--- config.mk ---
export PLATFORM = sky130hd
export DESIGN_NAME = shutter_monitor
export DESIGN_NICKNAME = d
export VERILOG_FILES = /design/src/rtl/shutter_monitor.sv
export SDC_FILE = /design/constraint.sdc
export NUM_CORES = 1
export LEC_CHECK = 0
export CORE_MARGIN = 5
export CORE_UTILIZATION = 27
export CTS_BUF_LIST = sky130_fd_sc_hd__clkbuf_4
export DETAILED_ROUTE_END_ITERATION = 8
export PLACE_DENSITY = 0.59
export SLEW_MARGIN = 20
export SYNTH_ARGS = -nofsm -noshare
export SYNTH_HDL_FRONTEND = slang
export SYNTH_SLANG_ARGS = --single-unit
--- constraint.sdc ---
create_clock -name clk_i -period 2.64 [get_ports clk_i]
set_input_delay 0.528 -clock clk_i [delete_from_list [all_inputs] [get_ports clk_i]]
set_output_delay 0.528 -clock clk_i [all_outputs]
set_load 0.005 [all_outputs]
--- src/rtl/shutter_monitor.sv ---
// shutter_monitor: measures the high and low phase lengths of the beam and
// feedback gates. It also counts the number of completed periods of each gate.
// The results feed status registers, so software can compare the programmed
// on/off durations against the durations the shutter generator really produced.
// Optional feature macro: SHUTTER_MONITOR_FEEDBACK_EN builds the feedback channel.
// When the macro is not defined, the feedback outputs are tied to zero.

module shutter_monitor_channel #(
    parameter int CNT_W = 32,
    parameter int PER_W = 16
) (
    input  logic             clk_i,
    input  logic             rst_i,
    input  logic             armed,
    input  logic             arm_rise,
    input  logic             gate_q,
    input  logic             gate_p,
    output logic [CNT_W-1:0] on_len,
    output logic [CNT_W-1:0] off_len,
    output logic [PER_W-1:0] periods,
    output logic             valid,
    output logic             ovf
);

    localparam logic [CNT_W-1:0] CNT_ONE = CNT_W'(1);
    localparam logic [CNT_W-1:0] CNT_MAX = '1;
    localparam logic [PER_W-1:0] PER_ONE = PER_W'(1);

    typedef enum logic [1:0] {
        IDLE,
        SYNC,
        MEASURE
    } state_t;

    state_t           state;
    state_t           state_next;
    logic [CNT_W-1:0] run_cnt;
    logic [CNT_W-1:0] run_cnt_next;
    logic [CNT_W-1:0] run_cnt_inc;
    logic             rise;
    logic             fall;
    logic             latch_on;
    logic             latch_off;

    assign rise        = gate_q & ~gate_p;
    assign fall        = ~gate_q & gate_p;
    assign run_cnt_inc = (run_cnt == CNT_MAX) ? run_cnt : run_cnt + CNT_ONE;

    // Next-state logic: a disarm beats any edge, and the first edge after arming only starts timing
    always_comb begin
        state_next   = state;
        run_cnt_next = run_cnt;
        latch_on     = 1'b0;
        latch_off    = 1'b0;
        case (state)
            IDLE: begin
                run_cnt_next = '0;
                if (armed) begin
                    state_next = SYNC;
                end
            end
            SYNC: begin
                if (!armed) begin
                    state_next   = IDLE;
                    run_cnt_next = '0;
                end else if (rise || fall) begin
                    state_next   = MEASURE;
                    run_cnt_next = CNT_ONE;
                end else begin
                    run_cnt_next = run_cnt_inc;
                end
            end
            MEASURE: begin
                if (!armed) begin
                    state_next   = IDLE;
                    run_cnt_next = '0;
                end else if (fall) begin
                    latch_on     = 1'b1;
                    run_cnt_next = CNT_ONE;
                end else if (rise) begin
                    latch_off    = 1'b1;
                    run_cnt_next = CNT_ONE;
                end else begin
                    run_cnt_next = run_cnt_inc;
                end
            end
            default: begin
                state_next   = IDLE;
                run_cnt_next = '0;
            end
        endcase
    end

    // State, run counter and result registers; arming afresh clears the period count and overflow flag
    always_ff @(posedge clk_i) begin
        if (rst_i) begin
            state   <= IDLE;
            run_cnt <= '0;
            on_len  <= '0;
            off_len <= '0;
            periods <= '0;
            valid   <= 1'b0;
            ovf     <= 1'b0;
        end else begin
            state   <= state_next;
            run_cnt <= run_cnt_next;
            valid   <= latch_on | latch_off;
            if (latch_on) begin
                on_len <= run_cnt;
            end
            if (latch_off) begin
                off_len <= run_cnt;
                periods <= periods + PER_ONE;
            end
            if (arm_rise) begin
                periods <= '0;
                ovf     <= 1'b0;
            end else if ((latch_on || latch_off) && (run_cnt == CNT_MAX)) begin
                ovf <= 1'b1;
            end
        end
    end

endmodule

module shutter_monitor #(
    parameter int CNT_W = 32,
    parameter int PER_W = 16
) (
    input  logic               clk_i,
    input  logic               rst_i,
    input  logic signed [15:0] switch_i,
    input  logic               beam_i,
    input  logic               feedback_i,
    output logic [CNT_W-1:0]   beam_on_len_o,
    output logic [CNT_W-1:0]   beam_off_len_o,
    output logic [PER_W-1:0]   beam_periods_o,
    output logic               beam_valid_o,
    output logic               beam_ovf_o,
    output logic [CNT_W-1:0]   feedback_on_len_o,
    output logic [CNT_W-1:0]   feedback_off_len_o,
    output logic [PER_W-1:0]   feedback_periods_o,
    output logic               feedback_valid_o,
    output logic               feedback_ovf_o
);

    logic signed [15:0] switch_q;
    logic               beam_q;
    logic               beam_p;
    logic               armed;
    logic               armed_prev;
    logic               arm_rise;

    // Arming threshold matches the generator's switch threshold
    assign armed    = (switch_q > 16'sd8192);
    assign arm_rise = armed & ~armed_prev;

    // Input stage: register the switch and the beam gate, keep the previous beam level for edge detection
    always_ff @(posedge clk_i) begin
        if (rst_i) begin
            switch_q   <= '0;
            beam_q     <= 1'b0;
            beam_p     <= 1'b0;
            armed_prev <= 1'b0;
        end else begin
            switch_q   <= switch_i;
            beam_q     <= beam_i;
            beam_p     <= beam_q;
            armed_prev <= armed;
        end
    end

    shutter_monitor_channel #(
        .CNT_W (CNT_W),
        .PER_W (PER_W)
    ) u_beam (
        .clk_i    (clk_i),
        .rst_i    (rst_i),
        .armed    (armed),
        .arm_rise (arm_rise),
        .gate_q   (beam_q),
        .gate_p   (beam_p),
        .on_len   (beam_on_len_o),
        .off_len  (beam_off_len_o),
        .periods  (beam_periods_o),
        .valid    (beam_valid_o),
        .ovf      (beam_ovf_o)
    );

`ifdef SHUTTER_MONITOR_FEEDBACK_EN
    logic feedback_q;
    logic feedback_p;

    // Feedback gate input stage, same two-register arrangement as the beam gate
    always_ff @(posedge clk_i) begin
        if (rst_i) begin
            feedback_q <= 1'b0;
            feedback_p <= 1'b0;
        end else begin
            feedback_q <= feedback_i;
            feedback_p <= feedback_q;
        end
    end

    shutter_monitor_channel #(
        .CNT_W (CNT_W),
        .PER_W (PER_W)
    ) u_feedback (
        .clk_i    (clk_i),
        .rst_i    (rst_i),
        .armed    (armed),
        .arm_rise (arm_rise),
        .gate_q   (feedback_q),
        .gate_p   (feedback_p),
        .on_len   (feedback_on_len_o),
        .off_len  (feedback_off_len_o),
        .periods  (feedback_periods_o),
        .valid    (feedback_valid_o),
        .ovf      (feedback_ovf_o)
    );
`else
    logic feedback_unused;

    assign feedback_unused    = feedback_i;
    assign feedback_on_len_o  = '0;
    assign feedback_off_len_o = '0;
    assign feedback_periods_o = '0;
    assign feedback_valid_o   = 1'b0;
    assign feedback_ovf_o     = 1'b0;
`endif

endmodule

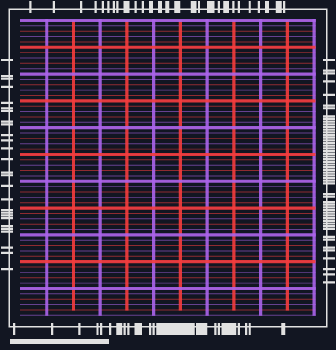
Run 1: supply network
The bar under the picture is 50 um long. Pins as bars on the die edge.
Key: red = VDD; purple = VSS
The core has 55 rows. 11 straps on met5. 56 met1 rails follow the rows. 184 signal pins sit on the boundary. 11 straps on met4.

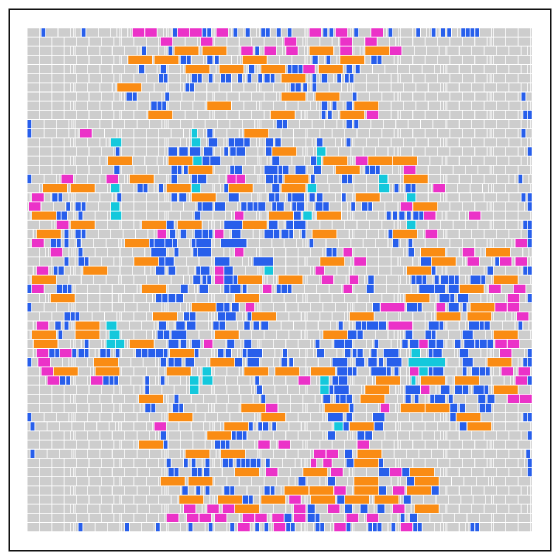
Run 1: placed cells, one colour a class
Fill, decap, tap and diode cells in grey.
Key: cyan = clock drivers and dummy loads [cells 32, share of their area 3.7%]; orange = sequential cells [cells 135, share of their area 38%]; magenta = remaining buffers and delay cells [cells 123, share of their area 17%]; blue = combinational and other logic [cells 561, share of their area 41%]

==> run notes, run 1 <==
Item: results of the latest flow run.

- The power density normalized to cell area is roughly 470 nW/um2.
- The endpoint class of the critical path is a register.
- Dividing the detail-routed via count by the number of cells gives roughly 4.4.
- The final non-filler cell total is 1,137.
- The post-synthesis share of cell area spent on and-or and or-and gates is between 10 and 15%.
- The part of the cycle the worst path needs is between 80% and 90%.
- In this run, CTS created clock tree buffers numbering 17.
- The worst hold path was traced through 5 stages.
- The initial core utilization is between 20% and 30%.
- Looking at area per cell type in the netlist, the leader is sky130_fd_sc_hd__dfxtp_1.
- The synthesis report lists the most area-consuming cells as sky130_fd_sc_hd__dfxtp_1, sky130_fd_sc_hd__buf_4, sky130_fd_sc_hd__nand2_1, sky130_fd_sc_hd__a21oi_1, sky130_fd_sc_hd__clkbuf_1.
- The detail route stage leaves a number of antenna-violating nets equal to 0.
- Summed over all cells, the static leakage comes to 2.49 nW.
- The data required time reported for the critical path is slightly above 3 ns.
- The worst VDD IR drop from the latest analysis is 311 uV.
- During synthesis, Yosys emitted a total of 0 warnings.
- The total non-filler cell area in the finished layout is between 7000 and 8000 um2.
- Buffers added to address setup during post-CTS repair amount to 0.
- The vertical die dimension reported for this design is 160 um.
- The net switching power in the latest report is around 0.9 mW.
- The initialized floorplan defines about 55 standard-cell rows.
- The highest clock rate this design can be run at is about 0.44 GHz.
- The post-synthesis sequential element count is between 100 and 150.
- The proportion of power drawn by combinational gates is 4.0%.
- The number of buffers on the longest clock path is 2.
- During I/O placement, the number of pins put on the boundary was ~180.
- Grouping non-sequential cells by family puts the most area in simple AND/OR/NAND/NOR gates.
- The cell-mix breakdown from Yosys lists the simple-gate area share as between 20% and 30%.
- The critical path maximum fanout is 15.
- The number of clock sinks is 135.
- The met3 wirelength from detailed routing is roughly 740 um.
- The die outline width is between 150 and 200 um.
- The launch point of the critical path was reported as u_beam.run_cnt[7].
- The post-synthesis mux area share is less than 1%.
- For reference, the final report shows the hold violation count at 0.
- The worst clock skew on the final layout is around 0.020 ns.
- The timing report gives the worst reg2reg path a setup slack of approximately 0.37 ns.
- The max-cap violation count is 0.
- The first TritonRoute pass finished after 4 iterations.
- The final critical-path required period is between 2 and 2.5 ns.
- The area inside the core boundary is about 22,000 um2.
- The cell depth of the worst flop-to-flop path is 6.
- The capture point of the worst register-to-register path is recorded as u_beam.run_cnt[1].
- The routed length on met1 is 7510 um.
- Once the clock tree was built, the resizer swapped 0 gates to a different size.
- Setup slack closes at between 0.3 and 0.4 ns.
- The design draws around 3.5 mW.
- The sequential cell fraction of total power is around 60%.
- The flow ran to the end, and the final reports show no timing, DRC or antenna violations.
- The end point of the critical path is u_beam.run_cnt[1].
- The number of global-route vias before repair is between 4,000 and 5,000.
- The number of cell instances after yosys synthesis is between 700 and 800.
- Net switching is 26.4% of the power.
- The detailed-route wire length per cell is 13.9 um.
- The adder and majority gate portion of the synthesized area is under 10%.
- The fraction of the yosys area taken by sequential cells is 44.3%.
- On the critical path the data arrives at approximately 2.7 ns.
- The leading register cell type out of synthesis is sky130_fd_sc_hd__dfxtp_1.
- STA reports the tightest min-delay check as being of type input port to register.
- Setup repair after global routing left no endpoint under its margin.
- The number of H-tree levels is 4.
- The clock tree from TritonCTS is built.
- The number of input and output port buffers inserted is 100.
- The cell area after technology mapping is roughly 6000 um2.
- The utilization of the core after routing is approximately a third.
- The final-report max-slew violation count is 0.
- The endpoint of the worst hold-timing path is u_beam.run_cnt[0].
- The worst hold margin is 0.390 ns.
- The most frequently placed logic cell in the final layout is sky130_fd_sc_hd__nand2_1.
- In this run the tightest slew margin relative to its limit is between 30% and 40%.
- STA classifies the critical path startpoint as a register.
- In this run, the synthesized area fraction spent on xor and xnor cells is recorded as between 2 and 2.5%.
- The clock reaches the later pin of the worst-skew pair after around 0.54 ns.
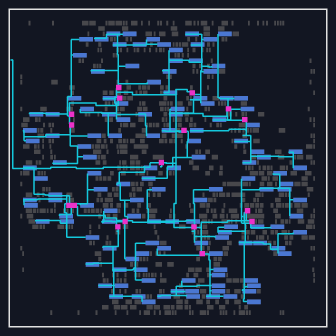
Run 1: clock wires, drivers and flops
Key: cyan = clock wires [length 1,960 um]; blue = flip-flops [count 135]; magenta = clock drivers [count 17]
Position of the flops: spread over the die.

## run 1: power groups by stage
stage	clock network (mW)	registers, mW	logic, mW
final	1.31	2.06	0.139
after global routing	1.48	2.06	0.157
after CTS	1.39	2.06	0.137
after detailed placement	0	2.11	0.137
after global placement	0	2.11	0.135
after floorplan	0	2.11	0.176
## run 1: tightest hold or removal path: stages
cell and delay [ns]:
sky130_fd_sc_hd__buf_2 0.09, sky130_fd_sc_hd__nor2b_1 0.06, sky130_fd_sc_hd__o21ai_0 0.08, sky130_fd_sc_hd__nor3_1 0.05, sky130_fd_sc_hd__o21a_1 0.09
## run 1: state kept, by name, indices dropped and copies added (netlist names)
| signal | flops |
|---|---|
| armed_prev | 1 |
| u_beam.off_len | 32 |
| u_beam.run_cnt | 32 |
| u_beam.state | 2 |
| u_beam.periods | 16 |
| u_beam.ovf | 1 |
| beam_p | 1 |
| switch_q | 16 |
| beam_q | 1 |
| u_beam.valid | 1 |
| u_beam.on_len | 32 |
## run 1: per-layer routing
layer | vias up | global-route usage, %
li1 | 2545 | -
met1 | 2380 | 15.4
met2 | 109 | 19.2
met3 | 15 | 3.49
met4 | 0 | 3.05
met5 | - | 0
## run 1: cell type report
type / count / area (um2) / share of cell area [%]
flip-flops and latches: 135 / 2700 / 36.4
clock inverters: 14 / 125 / 1.69
repair buffers: 123 / 1190 / 16.1
well taps: 285 / 357 / 4.80
clock buffers: 18 / 135 / 1.82
multi-input cells: 551 / 2870 / 38.7
diodes: 1 / 2.50 / 0.0337
inverters: 10 / 37.5 / 0.506
Run 1, clock wiring as the flow saved it:
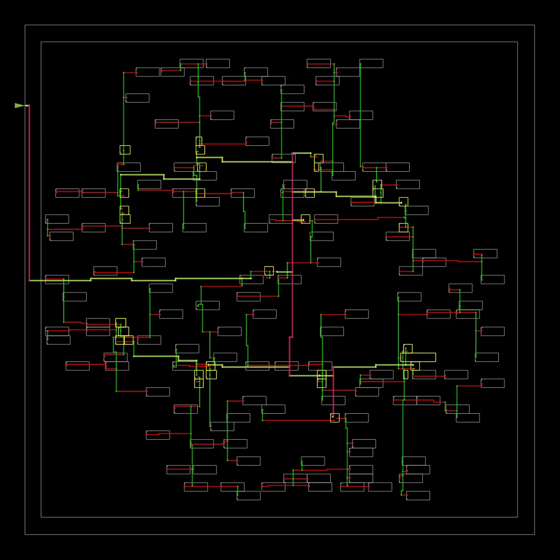

==> run 1 -> run 2 <==
--- a/config.mk
+++ b/config.mk
@@ -9,6 +9,8 @@
 export CORE_UTILIZATION = 27
 export CTS_BUF_LIST = sky130_fd_sc_hd__clkbuf_4
 export DETAILED_ROUTE_END_ITERATION = 8
+export GPL_ROUTABILITY_DRIVEN = 0
+export GPL_TIMING_DRIVEN = 0
 export PLACE_DENSITY = 0.59
 export SLEW_MARGIN = 20
 export SYNTH_ARGS = -nofsm -noshare
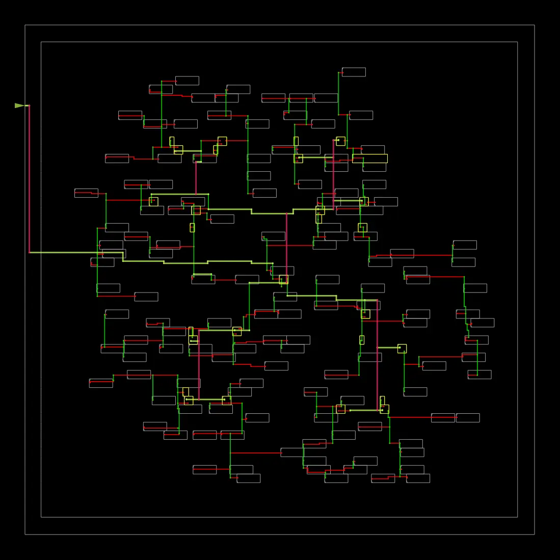
Run 2: clock wiring as the flow saved it
total number of sequential cells: 135
total clock buffers created by CTS: 17
number of sinks on the clock net: 135
final-layout clock buffer total: 18
power attributed to the clock group: 1.12 mW

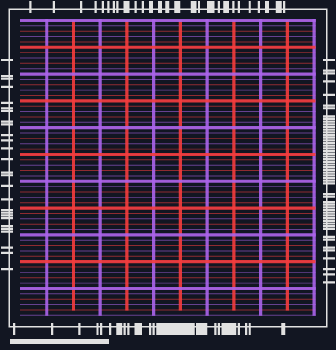
Run 2: supply network
The bar under the picture is 50 um long. Pins as bars on the die edge.
Key: purple = VSS; red = VDD
The core has 55 rows. 11 straps on met4.

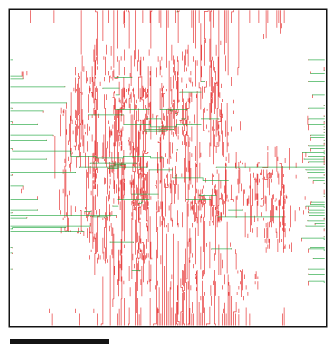
Run 2: signal wires by layer
The bar under the picture is 50 um long. Only two layers are drawn.
Key: green = metal 3 [wire length 1,230 um]; red = metal 2 [wire length 7,780 um]

==> run 2 against run 1 <==
Against the previous run:
- die area did not move
- first-iteration DRC count rose by 4.7%
- clock-buffer cell count unchanged
- sequential power about the same
- clock power is about 10% lower
- combinational power rose by 66%
- cell area is 7.5% higher
- fmax is 4.9% lower
- utilization increased by 2.5 points
- non-clock buffer count grew 104
- sequential cell count unchanged
- synthesized cell count is the same
==> run notes, run 2 <==
Item: results of the latest flow run.

- The final critical path takes up between 90% and 100% of the cycle.
- The post-route report lists met1 wire length as just over 7000 um.
- The maximum number of pins on one net before global-route repair is 17.
- The standard-cell row count is around 55.
- The count of fill cells added during filler insertion is around 2,400.
- The path class of the lowest-slack min-delay path is register to register.
- In the final layout, the registers with the most flip-flops are u_beam.off_len: 32 flops, u_beam.on_len: 32 flops, u_beam.run_cnt: 32 flops.
- The initial detailed-routing violation count is between 200 and 300.
- In this run the cell area of the synthesized design comes to ~6000 um2.
- In the placement report, post-DP HPWL is listed as 12,400 um.
- The average via count per standard cell is about 4.3.
- The placement stage leaves a total instance area of roughly 7800 um2.
- For reference, the final report shows the max-slew violation count at 0.
- In the global route stage, met1 resource usage came out at between 10% and 20%.
- The critical path endpoint has a required time of between 3 and 4 ns.
- Across the VDD grid, the largest voltage drop is between 150 and 200 uV.
- For this configuration, the core starts out at a cell density of 27.2%.
- Per the final layout report, the fraction of cells sized above drive strength 1 comes to ~14%.
- The first global-routing pass estimated 26,700 um of wire.
- The internal power of the cells totals 2.61 mW.
- The count of cells in the finished layout, fillers not included, comes to 1,237.
- The slew at the pin with the worst max-slew slack is about 0.76 ns.
- The final hold violation count recorded for this run is 0.
- The number of warnings printed during yosys synthesis is 0.
- The number of global-route vias before repair was between 4,000 and 5,000.
- The root buffer cell is sky130_fd_sc_hd__clkbuf_4.
- The post-synthesis sequential element count is roughly 140.
- The worst setup path is captured at a register.
- Setup repair after global routing left no endpoint under its margin.
- The worst path in the final design needs a cycle of ~2.4 ns, including I/O delays and setup.
- The number of H-tree levels is 4.
- The most frequently placed logic cell in the final layout is sky130_fd_sc_hd__nand2_1.
- The area inside the core boundary is 22,400 um2.
- The top fanout value on the critical path is 10.
- On the critical path, the stage with the largest delay is an instance of sky130_fd_sc_hd__clkbuf_1.
- The clock arrives with ~0.018 ns of skew.
- The die outline width is approximately 160 um.
- The run reported a max-capacitance violation count of 0.
- After the last flow step, the layout net total stands at ~970.
- The met3 wirelength from detailed routing is between 1000 and 1500 um.
- The highest clock rate this design can be run at is around 0.42 GHz.
- For reference, the top cells by area after synthesis are sky130_fd_sc_hd__dfxtp_1, sky130_fd_sc_hd__buf_4, sky130_fd_sc_hd__nand2_1, sky130_fd_sc_hd__a21oi_1, sky130_fd_sc_hd__clkbuf_1.
- The leading register cell type out of synthesis is sky130_fd_sc_hd__dfxtp_1.
- The DRC violation count after routing is 0.
- The fraction of the yosys area taken by sequential cells is ~44%.
- The total non-filler cell area in the finished layout is ~8000 um2.
- After detailed placement, the design holds a cell count of roughly 1,200.
- The design draws 3.41 mW.
- sky130_fd_sc_hd__dfxtp_1 takes more of the synthesized area than any other cell.
- For this design the total switching power over the nets is ~0.8 mW.
- The placement report lists the number of port buffers as 99.
- The number of routed nets with antenna violations is 0.
- For the worst-skew pair, the clock arrives at the later sink with an insertion delay of about 0.53 ns.
- The layer carrying the most global-route usage is met2.
- The static leakage is 2.89 nW.
- The cell that appears most often on the critical path is sky130_fd_sc_hd__clkbuf_1.
- The top-level port count is ~180.
- The chip area line in the Yosys stat output reads 6100 um2.
- The number of buffers on the longest clock path is 2.
- The delay of the slowest critical-path stage is approximately 0.50 ns.
- The run finished with clean final reports.
- Global routing consumed, on the met3 layer, between 4 and 5% of the routing resources.
- Looking at the post-CTS report, the setup buffer insertion count equals 0.
- After synthesis, the netlist uses between 40 and 50 different library cells.
- The power density normalized to cell area is 428 nW/um2.
- The net switching fraction of the power is 23.5%.
- The die is ~160 um tall.
- Looking at the gate-level netlist, the highest instance count belongs to sky130_fd_sc_hd__nand2_1.
- The proportion of power drawn by combinational gates is under 10%.
- The relative slew slack is around half.
- The worst setup path startpoint is u_beam.state[0].
- The clock share of power is between 30% and 40%.
- The clock tree from TritonCTS is built.
- For this run, the detailed router's first-pass iteration total came to 4.
- The final critical-path setup slack is about 0.25 ns.
- The worst hold margin is 0.452 ns.
- The number of cell instances after yosys synthesis is 743.
- The sequential cell fraction of total power is about three fifths.
- For this run, global-route usage on met2 was measured as a little over a fifth.
- The startpoint kind of the worst setup timing path is a register.
- In the final routed layout, each cell accounts on average for 13.3 um.
- The signal arrival time at the worst endpoint is approximately 2.9 ns.
- The highest metal layer with signal wires is met4.
## run 2: cell counts after synthesis
Identical to the previous run, type by type.
## run 2: cells by family (layout without fill, tap and decap cells)
group / count (synthesis) / after routing / share of synthesized area, %
compound gates: 136 / 136 / 12.4
xor+xnor: 17 / 17 / 2.44
fa+ha+maj: 8 / 8 / 1.64
buf+inv: 138 / 265 / 13.9
flops: 135 / 135 / 44.3
mux: 3 / 3 / 0.492
other cells: 1 / 83 / 0.0614
simple gates: 305 / 305 / 24.7
## run 2: stage by stage
| stage | setup TNS, ns | utilization (%) |
|---|---|---|
| 2_1_floorplan | 0 | - |
| 3_3_place_gp | -0.412 | 34.6 |
| 3_5_place_dp | 0 | 34.6 |
| 4_1_cts | 0 | 35.5 |
| 5_1_grt | 0 | 35.5 |
| 6_report | 0 | 35.5 |
## run 2: worst paths after layout
check                       end  depth (start not counted)  slack (ns)
min                  u_beam.ovf                          2        0.45
max          u_beam.off_len[13]                          9        0.25
max reg2reg  u_beam.off_len[13]                          9        0.25
min reg2reg          u_beam.ovf                          2        0.45
## run 2: layout make-up
type	count	area, um2	share of cell area (%)
antenna	1	2.50	0.0314
buffer	128	815	10.2
clock buffer	18	135	1.69
clock inverter	10	66.3	0.832
inverter	10	37.5	0.471
multi-input combinational	551	2870	36.0
sequential	135	2700	33.9
tap	285	357	4.47
timing repair buffer	99	991	12.4
## run 2: power by group through the flow
stage	combinational (mW)	sequential, mW	clock [mW]
floorplan	0.176	2.11	0
global placement	0.225	2.11	0
detailed placement	0.226	2.11	0
CTS	0.227	2.06	1.17
global route	0.264	2.06	1.27
finish	0.231	2.06	1.12
## run 2: repair_timing
item                       CTS  global route
setup endpoints to repair    0            56
hold endpoints to repair     0             0
gates resized                0             8
hold buffers                 0             0
Power and IR drop assume default switching activity.
